--- src/rtl/io_arb_pkg.sv ---
// io_arb_pkg: shared FSM state type, RISC-V funct3 codes and the bank access
// legality rule used by io_bank_arbiter.
package io_arb_pkg;

  typedef enum logic [1:0] {
    IDLE   = 2'd0,
    ACCESS = 2'd1,
    RESP   = 2'd2
  } state_e;

  localparam logic [2:0] LB  = 3'd0;
  localparam logic [2:0] LH  = 3'd1;
  localparam logic [2:0] LW  = 3'd2;
  localparam logic [2:0] LBU = 3'd4;
  localparam logic [2:0] LHU = 3'd5;
  localparam logic [2:0] SB  = 3'd0;
  localparam logic [2:0] SH  = 3'd1;
  localparam logic [2:0] SW  = 3'd2;

  localparam int IO_WIN_BITS = 6;

  // Legal = inside the 64-byte window and naturally aligned for the access size;
  // stores only exist as byte/half/word.
  function automatic logic io_access_legal(
    input logic [31-IO_WIN_BITS:0] addr_hi,
    input logic [31-IO_WIN_BITS:0] base_hi,
    input logic [1:0]              addr_lo,
    input logic                    wren,
    input logic [2:0]              funct3
  );
    logic in_win;
    logic aligned;
    in_win = (addr_hi == base_hi);
    case (funct3)
      LB, LBU: aligned = 1'b1;
      LH, LHU: aligned = ~addr_lo[0];
      LW:      aligned = (addr_lo == 2'b00);
      default: aligned = 1'b0;
    endcase
    if (wren && !(funct3 inside {SB, SH, SW})) begin
      aligned = 1'b0;
    end
    return in_win & aligned;
  endfunction

endpackage

--- src/rtl/io_rr_pick.sv ---
// io_rr_pick: two-way request picker producing a one-hot grant.
// IO_ARB_RR_EN defined: round-robin on the last winner; undefined: requester 0 always wins.
module io_rr_pick (
  input  logic [1:0] req,
`ifdef IO_ARB_RR_EN
  input  logic       last,
`endif
  output logic [1:0] gnt
);

  always_comb begin
    // NOTE: combinational outputs get a default first so no path can infer a latch.
    gnt = 2'b00;
    if (req == 2'b11) begin
`ifdef IO_ARB_RR_EN
      gnt = last ? 2'b01 : 2'b10;
`else
      gnt = 2'b01;
`endif
    end else begin
      gnt = req;
    end
  end

endmodule

--- src/rtl/io_bank_arbiter.sv ---
// io_bank_arbiter: arbitrates the LSU (0) and aux master (1) onto the output bank,
// one single-cycle bank access per grant. Define IO_ARB_RR_EN for round-robin.
module io_bank_arbiter
  import io_arb_pkg::*;
#(
  parameter logic [31:0] BASE_ADDR = 32'h0000_7000
) (
  input  logic        i_clk,
  input  logic        i_rst,
  input  logic [1:0]  i_req,
  input  logic [1:0]  i_wren,
  input  logic [63:0] i_addr,
  input  logic [63:0] i_wdata,
  input  logic [5:0]  i_funct3,
  output logic [1:0]  o_gnt,
  output logic [1:0]  o_rsp_valid,
  output logic        o_rsp_err,
  output logic [31:0] o_rdata,
  output logic        o_bank_wren,
  output logic        o_bank_rden,
  output logic        o_bank_buf_en,
  output logic [31:0] o_bank_addr,
  output logic [31:0] o_bank_st_data,
  output logic [2:0]  o_bank_funct3,
  input  logic [31:0] i_bank_ld_data
);

  state_e      state;
  logic        cmd_wren;
  logic        cmd_owner;
  logic        cmd_legal;
  logic [31:0] cmd_addr;
  logic [31:0] cmd_wdata;
  logic [2:0]  cmd_funct3;
  logic [31:0] rdata_q;

  logic [1:0]  pick_gnt;
  logic        win;
  logic        win_wren;
  logic        win_legal;
  logic [31:0] win_addr;
  logic [31:0] win_wdata;
  logic [2:0]  win_funct3;

`ifdef IO_ARB_RR_EN
  logic        rr_last;

  io_rr_pick u_pick (
    .req  (i_req),
    .last (rr_last),
    .gnt  (pick_gnt)
  );
`else
  io_rr_pick u_pick (
    .req  (i_req),
    .gnt  (pick_gnt)
  );
`endif

  // Grants are only offered while the bank is free; held low during reset.
  assign o_gnt = (!i_rst && state != ACCESS) ? pick_gnt : 2'b00;

  assign win        = o_gnt[1];
  assign win_wren   = win ? i_wren[1]        : i_wren[0];
  assign win_addr   = win ? i_addr[63:32]    : i_addr[31:0];
  assign win_wdata  = win ? i_wdata[63:32]   : i_wdata[31:0];
  assign win_funct3 = win ? i_funct3[5:3]    : i_funct3[2:0];
  assign win_legal  = io_access_legal(win_addr[31:IO_WIN_BITS], BASE_ADDR[31:IO_WIN_BITS],
                                      win_addr[1:0], win_wren, win_funct3);

  always_ff @(posedge i_clk or posedge i_rst) begin
    if (i_rst) begin
      state         <= IDLE;
      cmd_wren      <= 1'b0;
      cmd_owner     <= 1'b0;
      cmd_legal     <= 1'b0;
      cmd_addr      <= 32'h0;
      cmd_wdata     <= 32'h0;
      cmd_funct3    <= 3'h0;
      rdata_q       <= 32'h0;
      o_rsp_valid   <= 2'b00;
      o_rsp_err     <= 1'b0;
      o_bank_wren   <= 1'b0;
      o_bank_rden   <= 1'b0;
      o_bank_buf_en <= 1'b0;
`ifdef IO_ARB_RR_EN
      rr_last       <= 1'b1;
`endif
    end else begin
      // NOTE: non-blocking everywhere here so every register samples pre-edge values.
      o_rsp_valid   <= 2'b00;
      o_rsp_err     <= 1'b0;
      o_bank_wren   <= 1'b0;
      o_bank_rden   <= 1'b0;
      o_bank_buf_en <= 1'b0;
      case (state)
        IDLE, RESP: begin
          if (|o_gnt) begin
            cmd_wren      <= win_wren;
            cmd_owner     <= win;
            cmd_legal     <= win_legal;
            cmd_addr      <= win_addr;
            cmd_wdata     <= win_wdata;
            cmd_funct3    <= win_funct3;
            o_bank_buf_en <= win_legal;
            o_bank_wren   <= win_legal & win_wren;
            o_bank_rden   <= win_legal & ~win_wren;
`ifdef IO_ARB_RR_EN
            rr_last       <= win;
`endif
            state         <= ACCESS;
          end else begin
            state <= IDLE;
          end
        end
        ACCESS: begin
          // Bank load data is combinational; capture it only for a legal read.
          rdata_q     <= (cmd_legal && !cmd_wren) ? i_bank_ld_data : 32'h0;
          o_rsp_valid <= cmd_owner ? 2'b10 : 2'b01;
          o_rsp_err   <= ~cmd_legal;
          state       <= RESP;
        end
        default: state <= IDLE;
      endcase
    end
  end

  assign o_rdata        = rdata_q;
  assign o_bank_addr    = cmd_addr;
  assign o_bank_st_data = cmd_wdata;
  assign o_bank_funct3  = cmd_funct3;

endmodule

--- config.mk ---
export PLATFORM = sky130hd
export DESIGN_NAME = io_bank_arbiter
export DESIGN_NICKNAME = d
export VERILOG_FILES = /design/src/rtl/io_arb_pkg.sv /design/src/rtl/io_rr_pick.sv /design/src/rtl/io_bank_arbiter.sv
export SDC_FILE = /design/constraint.sdc
export NUM_CORES = 1
export LEC_CHECK = 0
export CAP_MARGIN = 10
export CORE_ASPECT_RATIO = 1.1
export CORE_MARGIN = 1.5
export CORE_UTILIZATION = 38
export DETAILED_ROUTE_END_ITERATION = 12
export PLACE_DENSITY = 0.81
export SLEW_MARGIN = 40
export SYNTH_ARGS = -nofsm -noshare
export SYNTH_HDL_FRONTEND = slang
export SYNTH_SLANG_ARGS = --single-unit
--- constraint.sdc ---
create_clock -name i_clk -period 5.25 [get_ports i_clk]
set_clock_uncertainty 0.1 [all_clocks]
set_input_delay 1.05 -clock i_clk [delete_from_list [all_inputs] [get_ports i_clk]]
set_output_delay 1.05 -clock i_clk [all_outputs]
set_load 0.01 [all_outputs]
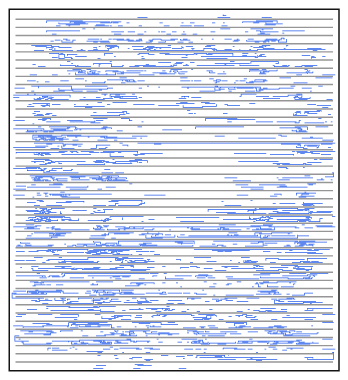
Figure 1: run 1, metal 1.
Scale: 3 px per um. Supply wires on this layer in grey.
share of all routed wire: 37%
longest straight run: 65.8 um

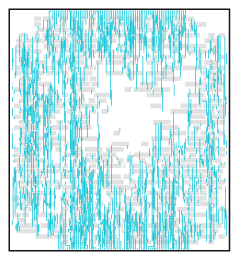
Figure 2: run 1, M2 wires.
Scale: 2 px per um.
share of all routed wire: 51%
nets with wire on the layer: 762
wire length on this layer: 7720 um
main direction: vertical
longest straight run: 54.4 um

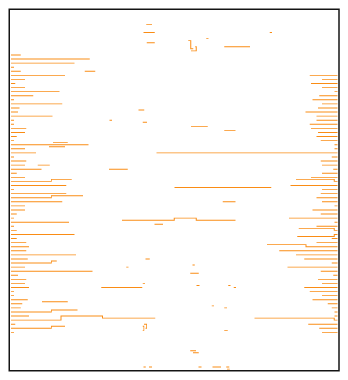
Figure 3: run 1, the metal 3 layer.
Scale: 3 px per um.
longest straight run: 60.0 um
wire length on this layer: 1280 um
share of all routed wire: 8.5%

==> impl_metrics.env, run 1 <==
# flow metrics
export IMPL_outcome="finished, final reports clean"
export IMPL_drtPass1Iterations=5
export IMPL_leakagePower_nw=3.619
export IMPL_groute_usage_overall_pct=22.78
export IMPL_comb_share_pct=23.05
export IMPL_power_density_nw_per_um2=288.3
export IMPL_routed_wl_met3_um=1277
export IMPL_syn_inst=423
export IMPL_hold_end="o_rsp_err$_DFF_PP0_"
export IMPL_drt_initial_drc_count=229
export IMPL_drv_slew=0
export IMPL_clock_latency_ps=340
export IMPL_synthFlopType="dfrtp_1"
export IMPL_finalPower_mw=2.297
export IMPL_clkbuf_count=10
export IMPL_slew_headroom_pct=46.94
export IMPL_setup_viol=0
export IMPL_vias_per_cell=5.124
export IMPL_drive_gt1_share_pct=3.752
export IMPL_num_vias=4340
export IMPL_cts_root_buf="clkbuf_16"
export IMPL_h_tree_depth=3
export IMPL_p_seq_share_pct=43.2
export IMPL_synth_top_area_share_pct=58.17
export IMPL_grtUsageMet1_pct=25.04
export IMPL_met2_usage_pct=40.30
export IMPL_maxCapViolCount=0
export IMPL_port_buffers=278
export IMPL_cp_depth=5
export IMPL_clock_cell_area_share_pct=4.051
export IMPL_log_warning_count=28
export IMPL_cellInternalPower_mw=1.672
export IMPL_synth_area_per_cell_um2=11.19
export IMPL_end_kind="output pin"
export IMPL_wl_per_cell_um=17.80
export IMPL_peakVddDrop_v=0.0001470
export IMPL_logic_area_um2=1837
export IMPL_cts_tree="done"
export IMPL_crit_start="i_rst"
export IMPL_min_period_ps=3670
export IMPL_post_cts_buffers=0
export IMPL_rows=42
export IMPL_final_area_um2=7969
export IMPL_num_nonclk_buffers=283
export IMPL_critPathTopFamily="buffers and inverters"
export IMPL_die_area_um2=13130
export IMPL_drt_total_wl_um=15070
export IMPL_maxPowerGroup="registers"
export IMPL_finalWeightedCongestion=0.7933
export IMPL_cts_repair_resize_count=0
export IMPL_clock_tree_buffer_depth=2
export IMPL_hp_start="cmd_legal$_DFFE_PP0P_"
export IMPL_comb_power_share_pct=25.1
export IMPL_cp_cell_sequence="clkdlybuf4s50_1, inv_4, nand4_4, inv_2, clkdlybuf4s50_1"
export IMPL_first_global_vias=4530
export IMPL_lay_top_cells="278 x clkdlybuf4s50_1, 110 x dfrtp_1, 73 x nor2_1, 69 x mux2i_1, 68 x a21oi_1"
export IMPL_taps=154
export IMPL_antenna_found_initial=0
export IMPL_coreArea_um2=12090
export IMPL_post_dp_hpwl_um=11270
export IMPL_yosys_area_um2=4732
export IMPL_critPathKind="in2out"
export IMPL_crit_path_start_kind="primary input"
export IMPL_nFillCells=970
export IMPL_yosysTopAreaCell="dfrtp_1"
export IMPL_final_nonclk_buf_share_pct=35.48
export IMPL_syn_nets=595
export IMPL_rrSetupSlack_ps=2630
export IMPL_p_switching_mw=0.6248
export IMPL_cts_hold_buffers_added=0
export IMPL_seq_area_um2=2753
## run 1: sequential cells by signal, summed over array words and instances, names as in the netlist
| name | count |
|---|---|
| cmd_legal | 1 |
| cmd_owner | 1 |
| cmd_wren | 1 |
| o_bank_addr | 32 |
| o_bank_buf_en | 1 |
| o_bank_funct3 | 3 |
| o_bank_rden | 1 |
| o_bank_st_data | 32 |
| o_bank_wren | 1 |
| o_rdata | 32 |
| o_rsp_err | 1 |
| o_rsp_valid | 2 |
| state | 2 |
## run 1: logic make-up after synthesis
kind of cell	Yosys count	synth area share, %
buffers and inverters	36	3.120
AND-OR/OR-AND	111	14.62
multiplexers	69	14.60
flip-flops	110	58.17
AND/OR/NAND/NOR	97	9.492
## Run 2: what changed since run 1
==> constraint.sdc (replaced) <==
create_clock -name i_clk -period 3.4 [get_ports i_clk]
set_clock_uncertainty 0.1 [all_clocks]
set_input_delay 0.68 -clock i_clk [delete_from_list [all_inputs] [get_ports i_clk]]
set_output_delay 0.68 -clock i_clk [all_outputs]
set_load 0.01 [all_outputs]
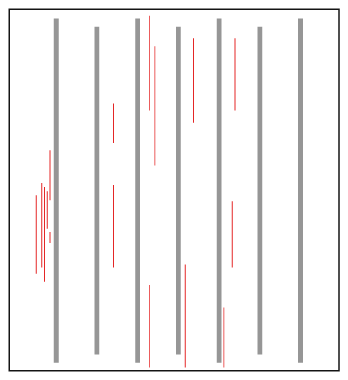
Figure 4: run 2, the metal 4 layer.
Scale: 3 px per um. Supply wires on this layer in grey.
wire length on this layer: 382 um
nets with wire on the layer: 14
share of all routed wire: 2.5%
WL final: 15150 um
total number of vias: 4373

==> impl_metrics.env, run 2 <==
# flow metrics
export IMPL_power_density_nw_per_um2=441.2
export IMPL_critPathKind="in2out"
export IMPL_peakVddDrop_v=0.0002424
export IMPL_cellInternalPower_mw=2.597
export IMPL_drive_gt1_share_pct=4.441
export IMPL_min_period_ps=2976
export IMPL_post_cts_buffers=0
export IMPL_synthFlopType="dfrtp_1"
export IMPL_p_seq_share_pct=43.4
export IMPL_yosysTopAreaCell="dfrtp_1"
export IMPL_die_area_um2=13130
export IMPL_aoi_share_pct=14.62
export IMPL_clock_tree_buffer_depth=2
export IMPL_drtPass1Iterations=4
export IMPL_cts_hold_buffers_added=0
export IMPL_leakagePower_nw=3.637
export IMPL_outcome="finished, final reports clean"
export IMPL_drt_initial_drc_count=155
export IMPL_synthMuxAreaShare_pct=14.60
export IMPL_post_dp_hpwl_um=11820
export IMPL_taps=154
export IMPL_routed_wl_met3_um=1381
export IMPL_end_kind="output pin"
export IMPL_lay_top_cells="278 x clkdlybuf4s50_1, 110 x dfrtp_1, 73 x nor2_1, 69 x mux2i_1, 68 x a21oi_1"
export IMPL_first_global_vias=4411
export IMPL_cts_tree="done"
export IMPL_final_nonclk_buf_share_pct=36.00
export IMPL_setup_viol=0
export IMPL_comb_share_pct=22.91
export IMPL_topCombFamilyByArea="AND-OR/OR-AND gates"
export IMPL_finalPower_mw=3.537
export IMPL_maxPowerGroup="registers"
export IMPL_rows=42
export IMPL_vias_per_cell=5.133
export IMPL_comb_power_share_pct=25.5
export IMPL_wl_per_cell_um=17.78
export IMPL_ys_sh_xor_pct=0
export IMPL_met2_usage_pct=39.60
export IMPL_cts_repair_resize_count=0
export IMPL_syn_nets=595
export IMPL_synth_area_per_cell_um2=11.19
export IMPL_antenna_found_initial=0
export IMPL_crit_path_start_kind="primary input"
export IMPL_log_warning_count=27
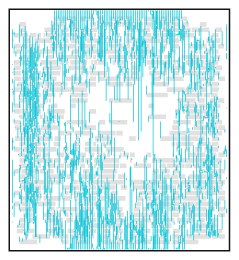
Figure 5: run 2, M2 wires.
Scale: 2 px per um.
longest straight run: 60.5 um
wire length on this layer: 7650 um
nets with wire on the layer: 768
main direction: vertical
share of all routed wire: 51%

run 2: cell counts after synthesis:
No cell type changed its count.
run 2: final timing paths:
check                                       from                        to  slack [ps]  depth (start not counted)
max reg2reg                   state[0]$_DFF_PP0_     o_bank_rden$_DFF_PP0_        1030                          6
min reg2reg                cmd_legal$_DFFE_PP0P_       o_rsp_err$_DFF_PP0_         330                          1
min                        cmd_legal$_DFFE_PP0P_       o_rsp_err$_DFF_PP0_         330                          1
max                                     i_req[0]                  o_gnt[1]         420                          5
max in group asynchronous                  i_rst  o_rsp_valid[0]$_DFF_PP0_        1320                          4
min in group asynchronous                  i_rst   o_rdata[29]$_DFFE_PP0P_         890                          3
run 2: worst max-delay path: stages:
cell and delay [ps]:
clkdlybuf4s50_1 450, inv_1 150, nand4_4 150, inv_2 180, clkdlybuf4s50_1 570
